### src/rtl/uart_tx_fifo.sv
// Byte FIFO that feeds the uart_tx byte handshake, launching one queued byte each time the
// transmitter reports idle, with a retry-free timeout if the busy indication is never seen.
module uart_tx_fifo #(
   parameter int unsigned DEPTH_LOG2   = 4,
   parameter int unsigned BUSY_TIMEOUT = 15
) (
   input  logic                  clk_i,
   input  logic                  rst_i,
   input  logic [7:0]            wr_data_i,
   input  logic                  wr_en_i,
   output logic                  full_o,
   output logic                  empty_o,
   output logic [DEPTH_LOG2:0]   count_o,
   output logic                  overflow_o,
   output logic [7:0]            tx_data_o,
   output logic                  tx_data_ready_o,
   input  logic                  tx_done_i
);

   localparam int unsigned Depth = 2 ** DEPTH_LOG2;
   localparam int unsigned TmoW  = $clog2(BUSY_TIMEOUT + 1);
   localparam logic [DEPTH_LOG2:0] DepthCnt = {1'b1, {DEPTH_LOG2{1'b0}}};
   localparam logic [TmoW-1:0]     TmoLast  = TmoW'(BUSY_TIMEOUT - 1);

   typedef enum logic [1:0] {StIdle, StLaunch, StWaitBusy, StWaitDone} state_e;

   state_e                state_q, state_d;
   logic [7:0]            mem_q [Depth];
   logic [DEPTH_LOG2-1:0] wr_ptr_q, wr_ptr_d;
   logic [DEPTH_LOG2-1:0] rd_ptr_q, rd_ptr_d;
   logic [DEPTH_LOG2:0]   count_q, count_d;
   logic                  overflow_q, overflow_d;
   logic [7:0]            tx_data_q, tx_data_d;
   logic [TmoW-1:0]       tmo_q, tmo_d;
   logic                  full, empty, push, pop;

   assign full  = (count_q == DepthCnt);
   assign empty = (count_q == '0);
   assign pop   = (state_q == StLaunch);
   // Fullness is judged before the pop, so a write in the launch cycle always fits.
   assign push  = wr_en_i && (!full || pop);

   // FIFO bookkeeping
   always_comb begin
      wr_ptr_d   = wr_ptr_q;
      rd_ptr_d   = rd_ptr_q;
      count_d    = count_q;
      overflow_d = overflow_q | (wr_en_i & full & ~pop);
      if (push) wr_ptr_d = wr_ptr_q + 1'b1;
      if (pop)  rd_ptr_d = rd_ptr_q + 1'b1;
      unique case ({push, pop})
         2'b10:   count_d = count_q + 1'b1;
         2'b01:   count_d = count_q - 1'b1;
         default: count_d = count_q;
      endcase
   end

   always_ff @(posedge clk_i) begin
      if (push) mem_q[wr_ptr_q] <= wr_data_i;
   end

   // FSM: state register
   always_ff @(posedge clk_i or posedge rst_i) begin
      if (rst_i) begin
         state_q    <= StIdle;
         wr_ptr_q   <= '0;
         rd_ptr_q   <= '0;
         count_q    <= '0;
         overflow_q <= 1'b0;
         tx_data_q  <= 8'h00;
         tmo_q      <= '0;
      end else begin
         state_q    <= state_d;
         wr_ptr_q   <= wr_ptr_d;
         rd_ptr_q   <= rd_ptr_d;
         count_q    <= count_d;
         overflow_q <= overflow_d;
         tx_data_q  <= tx_data_d;
         tmo_q      <= tmo_d;
      end
   end

   // FSM: next state
   always_comb begin
      state_d = state_q;
      unique case (state_q)
         StIdle:     if (!empty && tx_done_i) state_d = StLaunch;
         StLaunch:   state_d = StWaitBusy;
         StWaitBusy: begin
            if (!tx_done_i)            state_d = StWaitDone;
            else if (tmo_q == TmoLast) state_d = StIdle;
         end
         StWaitDone: if (tx_done_i) state_d = StIdle;
         default:    state_d = StIdle;
      endcase
   end

   // FSM: outputs. The byte is captured on entry to launch so it is valid alongside the pulse.
   always_comb begin
      tx_data_d       = tx_data_q;
      tmo_d           = tmo_q;
      tx_data_ready_o = 1'b0;
      unique case (state_q)
         StIdle:     if (state_d == StLaunch) tx_data_d = mem_q[rd_ptr_q];
         StLaunch: begin
            tx_data_ready_o = 1'b1;
            tmo_d           = '0;
         end
         StWaitBusy: if (tx_done_i) tmo_d = tmo_q + 1'b1;
         default:    ;
      endcase
   end

   assign full_o     = full;
   assign empty_o    = empty;
   assign count_o    = count_q;
   assign overflow_o = overflow_q;
   assign tx_data_o  = tx_data_q;

endmodule

### config.mk
export PLATFORM = sky130hd
export DESIGN_NAME = uart_tx_fifo
export DESIGN_NICKNAME = d
export VERILOG_FILES = /design/src/rtl/uart_tx_fifo.sv
export SDC_FILE = /design/constraint.sdc
export NUM_CORES = 1
export LEC_CHECK = 0
export CAP_MARGIN = 20
export CORE_ASPECT_RATIO = 1.1
export CORE_MARGIN = 3
export CORE_UTILIZATION = 60
export CTS_CLUSTER_SIZE = 25
export DETAILED_ROUTE_END_ITERATION = 7
export PLACE_DENSITY = 0.79
export SLEW_MARGIN = 20
export SYNTH_ARGS = -nofsm -noshare
export SYNTH_HDL_FRONTEND = slang
export SYNTH_SLANG_ARGS = --single-unit
### constraint.sdc
create_clock -name clk_i -period 2.7 [get_ports clk_i]
set_input_delay 0.81 -clock clk_i [delete_from_list [all_inputs] [get_ports clk_i]]
set_output_delay 0.81 -clock clk_i [all_outputs]
set_load 0.01 [all_outputs]
Figure 1. I/O nets highlighted.
(4 px per um)
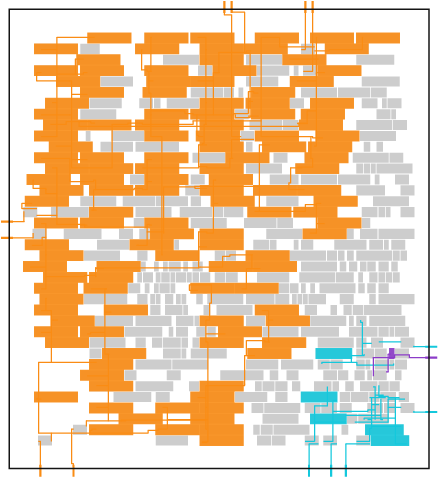
- rst_i: purple (direction input; end cells 1; buffers 1; wire 25.0 um)
- wr_data_i: orange (direction input; end cells 128; buffers 8; wire 1,390 um)
- count_o: cyan (direction output; end cells 5; buffers 6; wire 232 um)
I/O pin cnt: 29
Port Buf Inserts: 28

Figure 2. Metal 3.
(3 px per um) Cells faint in the background.
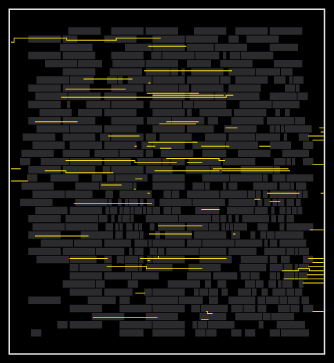
- main direction: horizontal
- longest straight run: 55.0 um
- share of all routed wire: 6.3%
- wire length on this layer: 756 um
via count: 3,319
Routed WL: 12.07 mm
met3 GRT Util: 0.04681

==> results.sh <==
# yosys + openroad results
export IMPL_status="finished clean"
export IMPL_initial_core_util=0.6334
export IMPL_rows=38
export IMPL_grt_remaining_overflow=0
export IMPL_path_max_fanout=10
export IMPL_flop_area_sq_um=4549
export IMPL_ys_area_sq_um=6415
export IMPL_comb_share=0.2273
export IMPL_hpwl_mm=7.682
export IMPL_reg2reg_slack_ns=0.46
export IMPL_clkbuf_count=22
export IMPL_max_freq_ghz=0.3796
export IMPL_ys_flop_type="edfxtp_1"
export IMPL_cts_resized=9
export IMPL_p_per_area_nw_per_um2=1077
export IMPL_sh_seq_area=0.5964
export IMPL_n_all_inverters=7
export IMPL_lay_top_cells="edfxtp_1 (128), buf_4 (29), clkdlybuf4s50_1 (26), mux4_2 (24), dfrtp_1 (24)"
export IMPL_met3WireLength_um=755
export IMPL_cts_made_buffers=17
export IMPL_r2r_start="state_q[0]$_DFF_PP0_"
export IMPL_hold_viol=0
export IMPL_non_clock_buffer_count=60
export IMPL_final_nets=432
export IMPL_common_cells="edfxtp_1 (128), dfrtp_1 (28), mux4_2 (24), nand2_1 (17), mux2i_1 (15)"
export IMPL_die_w_um=104.6
export IMPL_grt_pass1_wl_mm=19.31
export IMPL_peakVddDrop_mv=0.5062
export IMPL_clock_sinks=156
export IMPL_hold_depth=2
export IMPL_r2r_end="count_o[3]$_DFFE_PP0P_"
export IMPL_h_tree_depth=4
export IMPL_slowest_stage="clkdlybuf4s50_1"
export IMPL_fin_crit_ns=2.635
export IMPL_area_growth_pct=18.92
export IMPL_flop_count=156
export IMPL_avgViaCountPerCell=5.906
export IMPL_largest_reg_flops=128
export IMPL_ys_types=43
export IMPL_pre_cts_ws_ns=0.06251
export IMPL_hold_class="reg -> reg"
export IMPL_rsz0062_at_grt="false"
export IMPL_dpl_cell_count=527
export IMPL_worstSetupPathType="reg -> out"
export IMPL_synth_avg_cell_area_sq_um=18.49
export IMPL_use_met2=0.3639
export IMPL_endpoint="tx_data_ready_o"
export IMPL_nFillCells=591
export IMPL_final_area_sq_um=7629
export IMPL_warning_count=30
export IMPL_clockRootBuffer="clkbuf_8"
export IMPL_post_route_period_util=0.9758
export IMPL_final_cell_count_no_fill=562
export IMPL_place_congestion=0.8255
export IMPL_top_cell_area_share=0.5992
export IMPL_grt_busiest_layer="met2"
export IMPL_p_total_mw=8.216
export IMPL_cp_num_cells=3
export IMPL_use_met1=0.2929
export IMPL_edf_count=128
export IMPL_fp_dieH_um=114.4
export IMPL_regMostFlops="mem_q"
export IMPL_endpoint_kind="output port"
export IMPL_largest_area_cell="edfxtp_1"
export IMPL_final_common_cell="edfxtp_1"
export IMPL_rr_worst_depth=8
export IMPL_largest_cell_class="registers"
export IMPL_min_delay_worst_endpoint="tx_data_o[6]$_DFFE_PP0P_"
export IMPL_cpPeakStageDelay_ns=0.54
export IMPL_dr_max_layer_used="met4"
export IMPL_buffer_area_frac=0.07233
export IMPL_syn_nets=370
export IMPL_ys_seq_frac=0.7084
export IMPL_placed_cell_area_sq_um=6998
export IMPL_layout_area_comb_sq_um=1734
export IMPL_logic_gate_count=167
export IMPL_arrival_ns=1.82
-- where the power goes --
group          total, mW  internal (mW)  switching (mW)
Sequential          3.41           3.01           0.399
Combinational       2.45           1.33            1.12
Clock               2.35           1.46           0.895
Total               8.22           5.80            2.41
-- cell families (layout without fill, tap and decap cells) --
group / count (synthesis) / in the layout / synth area share
AND-OR/OR-AND: 34 / 34 / 0.03335
XOR/XNOR: 10 / 10 / 0.01365
adder cells (fa/ha/maj): 11 / 11 / 0.02263
buffers and inverters: 24 / 99 / 0.02418
flip-flops: 156 / 156 / 0.7084
multiplexers: 56 / 56 / 0.1562
AND/OR/NAND/NOR: 56 / 56 / 0.04155
Power is estimated from default activity; no workload was simulated.
